[src/rtl/r_sync.sv]
// r_sync: per-packet port synchronizer for the 1x4 router.
// Captures the header address, steers the controller write strobe to one of
// four output FIFOs, returns that FIFO's full flag, drives per-port valid_out,
// and issues a one-cycle soft_reset to any port stalled for TIMEOUT cycles.
module r_sync #(
  parameter int unsigned TIMEOUT   = 30,
  parameter int unsigned CNT_WIDTH = 5
) (
  input  logic       clk,
  input  logic       reset,
  input  logic       detect_add,
  input  logic [1:0] data_in,
  input  logic       write_enb_reg,
  input  logic [3:0] read_enb,
  input  logic [3:0] empty,
  input  logic [3:0] full,
  output logic [3:0] write_enb,
  output logic       fifo_full,
  output logic [3:0] valid_out,
  output logic [3:0] soft_reset
);

  // Terminal count: the stalled cycle that reaches it is the TIMEOUT-th one.
  localparam logic [CNT_WIDTH-1:0] CntMax = CNT_WIDTH'(TIMEOUT - 1);

  logic [1:0]           addr_q, addr_d;
  logic [CNT_WIDTH-1:0] cnt_q [4];
  logic [CNT_WIDTH-1:0] cnt_d [4];
  logic [3:0]           soft_reset_q, soft_reset_d;
  logic [3:0]           stalled;

  // Port has data waiting but the output side is not draining it.
  assign stalled = ~empty & ~read_enb;

  // Next-state: address latch and per-port stall counters.
  always_comb begin
    addr_d       = detect_add ? data_in : addr_q;
    soft_reset_d = 4'b0000;
    for (int i = 0; i < 4; i++) begin
      cnt_d[i] = '0;
      if (stalled[i]) begin
        if (cnt_q[i] == CntMax) begin
          // Restart from zero so a persisting stall cannot pulse back-to-back.
          soft_reset_d[i] = 1'b1;
        end else begin
          cnt_d[i] = cnt_q[i] + CNT_WIDTH'(1);
        end
      end
    end
  end

  // State registers, cleared asynchronously by reset.
  always_ff @(posedge clk or posedge reset) begin
    if (reset) begin
      addr_q       <= 2'b00;
      soft_reset_q <= 4'b0000;
      for (int i = 0; i < 4; i++) begin
        cnt_q[i] <= '0;
      end
    end else begin
      addr_q       <= addr_d;
      soft_reset_q <= soft_reset_d;
      for (int i = 0; i < 4; i++) begin
        cnt_q[i] <= cnt_d[i];
      end
    end
  end

  // Outputs: zero-latency decode of the registered address; a same-cycle
  // header therefore steers with the previous address.
  always_comb begin
    write_enb  = (write_enb_reg && !reset) ? (4'b0001 << addr_q) : 4'b0000;
    fifo_full  = full[addr_q];
    valid_out  = ~empty;
    soft_reset = soft_reset_q;
  end

endmodule
[config.mk]
export PLATFORM = sky130hd
export DESIGN_NAME = r_sync
export DESIGN_NICKNAME = d
export VERILOG_FILES = /design/src/rtl/r_sync.sv
export SDC_FILE = /design/constraint.sdc
export NUM_CORES = 1
export LEC_CHECK = 0
export CORE_UTILIZATION = 40
export DETAILED_ROUTE_END_ITERATION = 10
export GPL_TIMING_DRIVEN = 0
export PLACE_DENSITY = 0.68
export SYNTH_ARGS = -nofsm -noshare
export SYNTH_HDL_FRONTEND = slang
export SYNTH_SLANG_ARGS = --single-unit
[constraint.sdc]
create_clock -name clk -period 3.68 [get_ports clk]
set_clock_uncertainty 0.2 [all_clocks]
set_input_delay 0.552 -clock clk [delete_from_list [all_inputs] [get_ports clk]]
set_output_delay 0.552 -clock clk [all_outputs]
set_load 0.01 [all_outputs]
==> run_results.csv <==
group,metric,value,unit
timing,timing.final.crit_share,0.903,
yosys,ys_seq_share,0.559,
routing,drt_iter0_markers,15,
yosys,ys_warn_count,0,
cells_and_area,nets,167,
grt,grt_pass1_wl,3460,um
min_path,hold_class,"reg -> reg",
worst_setup_path,crit_path_cell_trace,"clkdlybuf4s50_1 -> inv_1 -> and4_1 -> clkdlybuf4s50_1",
worst_setup_path,critPathMostFrequentCell,"clkdlybuf4s50_1",
yosys,async_reset_ff_frac,1.00,
clock_network,cts_hold_buf,0,
yosys,synth_top_flop_cell,"dfrtp_1",
routing,firstDrtPassIters,2,
cells_and_area,antenna_cells,0,
yosys,common_cells,"26 x dfrtp_1, 24 x nor2_1, 9 x inv_1",
timing,tns,0,ps
worst_setup_path,crit_path_top_delay_cell,"inv_1",
floorplan,coreArea,2760,um2
placement,gp_congestion,0.731,
timing,min_period,3320,ps
timing,setup_viol,0,
yosys,yosys.area.top_type,"dfrtp_1",
yosys,topCellsByArea,"dfrtp_1 56%, ha_1 8.6%, nor2_1 7.7%",
job,drv_cap,0,
timing,slew_violations,0,
yosys,syn_area,1160,um2
clock_network,clkTransAtPathRegs,130,ps
power,ir_drop,310,uV
cells_and_area,area_delta_synth_final,32.2,%
floorplan,ios,31,
timing,whs,301,ps
clock_network,clock_latency,320,ps
clock_network,cts_root_buffer,"clkbuf_4",
timing,worstMarginPinSlew,948,ps
outcome,status,"completed",
yosys,synth_dominant_cell_count,"dfrtp_1",
cells_and_area,final_area,1540,um2
yosys,synth_flop_count,26,
cells_and_area,nFillCells,236,
worst_setup_path,end_kind,"primary output",
grt,grt_overflow,0,
yosys,edf_count,0,
placement,io_buffers,30,
timing,rsz0062_at_grt,"false",
clock_network,post_cts_buffers,0,
clock_network,cts_resized,0,
clock_network,clock_path_buffers,2,
timing,slew_headroom,0.367,
clock_network,cts_tree,"yes",
floorplan,chipWidth,56.0,um
floorplan,num_rows,19,
worst_setup_path,crit_arrival,2570,ps
floorplan,die-area,3130,um2
routing,via_per_inst,4.79,
cells_and_area,drive_gt1_frac,0.0571,
yosys,synth.avg_cell_area,11.0,um2
job,warnings,30,
yosys,ys_cells,106,
worst_setup_path,startpoint_type,"input pin",
worst_setup_path,required,2930,ps
clock_network,cts_max_level,1,
clock_network,cts_buffers,3,
power,p_leak,0.695,nW
routing,drc,0,
grt,antenna_found_initial,0,
grt,grt_pass1_vias,842,
==> power breakdown <==
group / total (mW) / switching (mW) / internal, mW / leakage [nW]
sequential: 0.299 / 0.00725 / 0.292 / 0.354
clock: 0.141 / 0.0801 / 0.0605 / 0.0210
combinational: 0.0599 / 0.0239 / 0.0360 / 0.320
total: 0.500 / 0.111 / 0.388 / 0.695
==> routing by layer <==
metal | global-route usage | wire, um | vias to the layer above
li1 | - | - | 415
met1 | 0.157 | 875 | 386
met2 | 0.245 | 945 | 16
met3 | 0.0558 | 99 | 2
met4 | 0.0453 | 13 | 0
met5 | 0 | 0 | -
==> sequential cells by signal, summed over array words and instances, names as in the netlist <==
register    cells
addr_q          2
cnt_q          20
soft_reset      4
==> cells in the final DEF, fill, tap and decap left out <==
master,n
and4bb_2,1
nand3_1,8
mux2_2,2
dfrtp_1,26
nor3_1,4
nand2_1,4
inv_1,9
nor4bb_1,1
xnor2_1,4
nand4_1,4
mux4_2,1
clkbuf_4,3
clkdlybuf4s50_1,30
xor2_1,8
clkbuf_8,1
nor2_1,24
nor4b_1,1
and4_1,1
ha_1,8
==> kinds of logic after synthesis <==
kind of cell / share of synthesized area
adders and majority gates: 0.0859
buffers and inverters: 0.0290
muxes: 0.0387
DFF: 0.559
xor gates and xnor gates: 0.0902
and+or+nand+nor: 0.198
==> final cells by class <==
class,count,area [um2],share of cell area
multi-input cells,71,480,0.312
repair buffers,30,300,0.195
clock buffers,4,36.3,0.0236
flip-flops and latches,26,651,0.422
well taps,31,38.8,0.0252
inverters,9,33.8,0.0219
==> metrics by stage <==
step	total power, mW	setup slack (ps)	std cells
after global routing	0.528	125	171
after detailed placement	0.366	280	167
after global placement	0.364	311	167
final	0.500	356	171
after CTS	0.507	288	171
after floorplan	0.328	1480	106
==> worst max-delay path: cells and delay by family <==
family,cells,cell delay [ps]
buffers and inverters,3,1740
and+or+nand+nor,1,280
==> final timing paths <==
path	end	startpoint	cells past startpoint	slack, ps
max	write_enb[3]	reset	4	360
min	cnt_q[0]$_DFF_PP0_	cnt_q[0]$_DFF_PP0_	1	300
max reg2reg	cnt_q[4]$_DFF_PP0_	cnt_q[0]$_DFF_PP0_	4	2380
min reg2reg	cnt_q[0]$_DFF_PP0_	cnt_q[0]$_DFF_PP0_	1	300
max in group asynchronous	cnt_q[16]$_DFF_PP0_	reset	2	2060
min in group asynchronous	cnt_q[10]$_DFF_PP0_	reset	2	650
Fig. 1: M1 wires
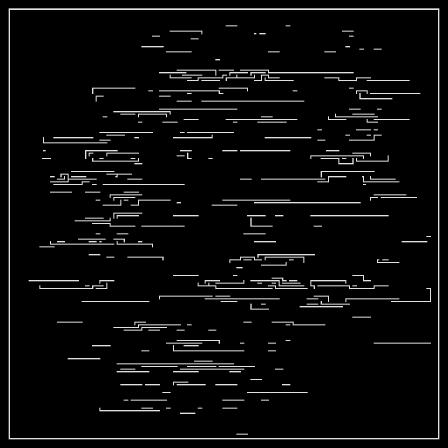
wire length on this layer: 876 um
longest straight run: 15.2 um
share of all routed wire: 45%
nets with wire on the layer: 145
main direction: horizontal
vias: 819
met1 Use GR: 0.157

Fig. 2: M2 wires
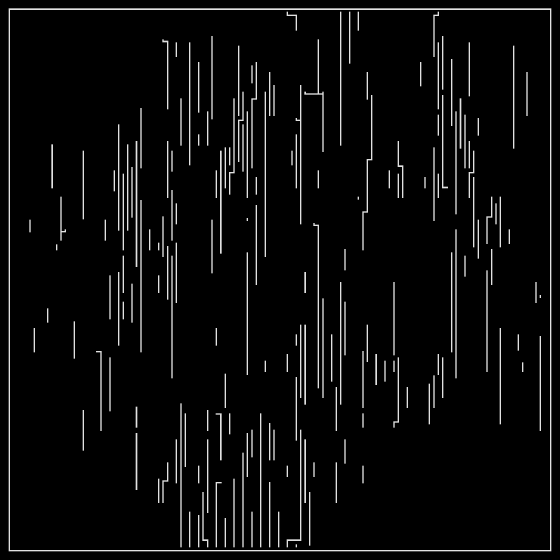
nets with wire on the layer: 129
share of all routed wire: 49%
Routed WL: 1930 um
met2 global-route usage: 0.245

Fig. 3: M3 wires
The bar under the picture is 20 um long. Cells faint in the background.
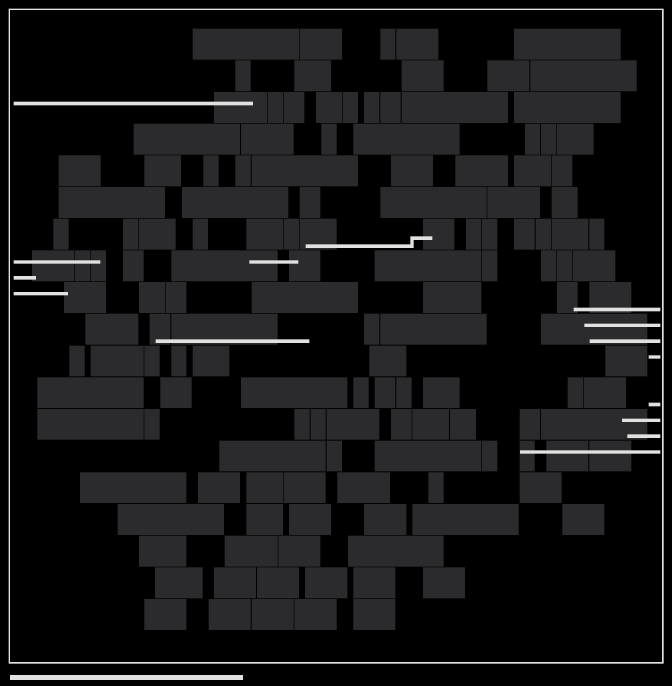
nets with wire on the layer: 13
share of all routed wire: 5.1%
longest straight run: 20.2 um
wire length on this layer: 99.1 um
met3 usage: 0.0558

Fig. 4: sequential cells colored by netlist name
The bar under the picture is 20 um long.
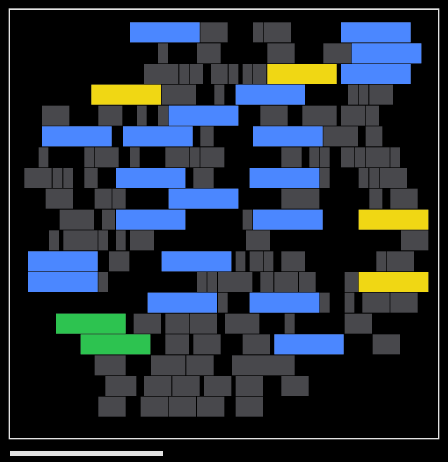
legend:
  `addr_q`:
    color: green
    sequential_cells: 2
  `cnt_q`:
    color: blue
    sequential_cells: 20
  `soft_reset`:
    color: yellow
    sequential_cells: 4
sequential logic power: 0.299 mW
Finished Core Util: 0.559
Reg area: 651 um2

Fig. 5: routing congestion
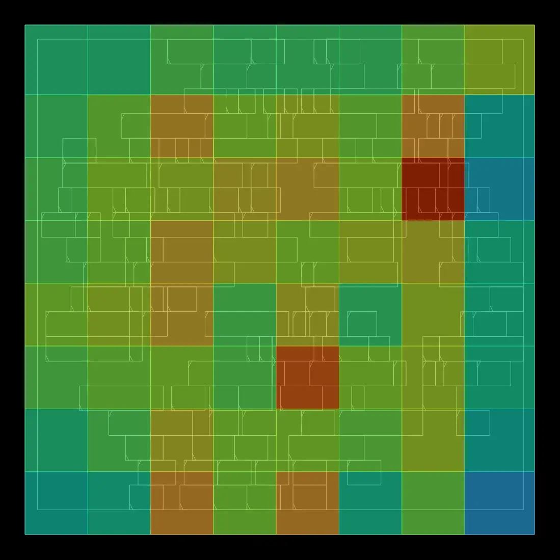
gr busiest metal: met2
wire length per cell: 11.3 um
GRT Util Overall: 0.141

Power figures rest on the tool's default switching activity, not on a simulated workload.
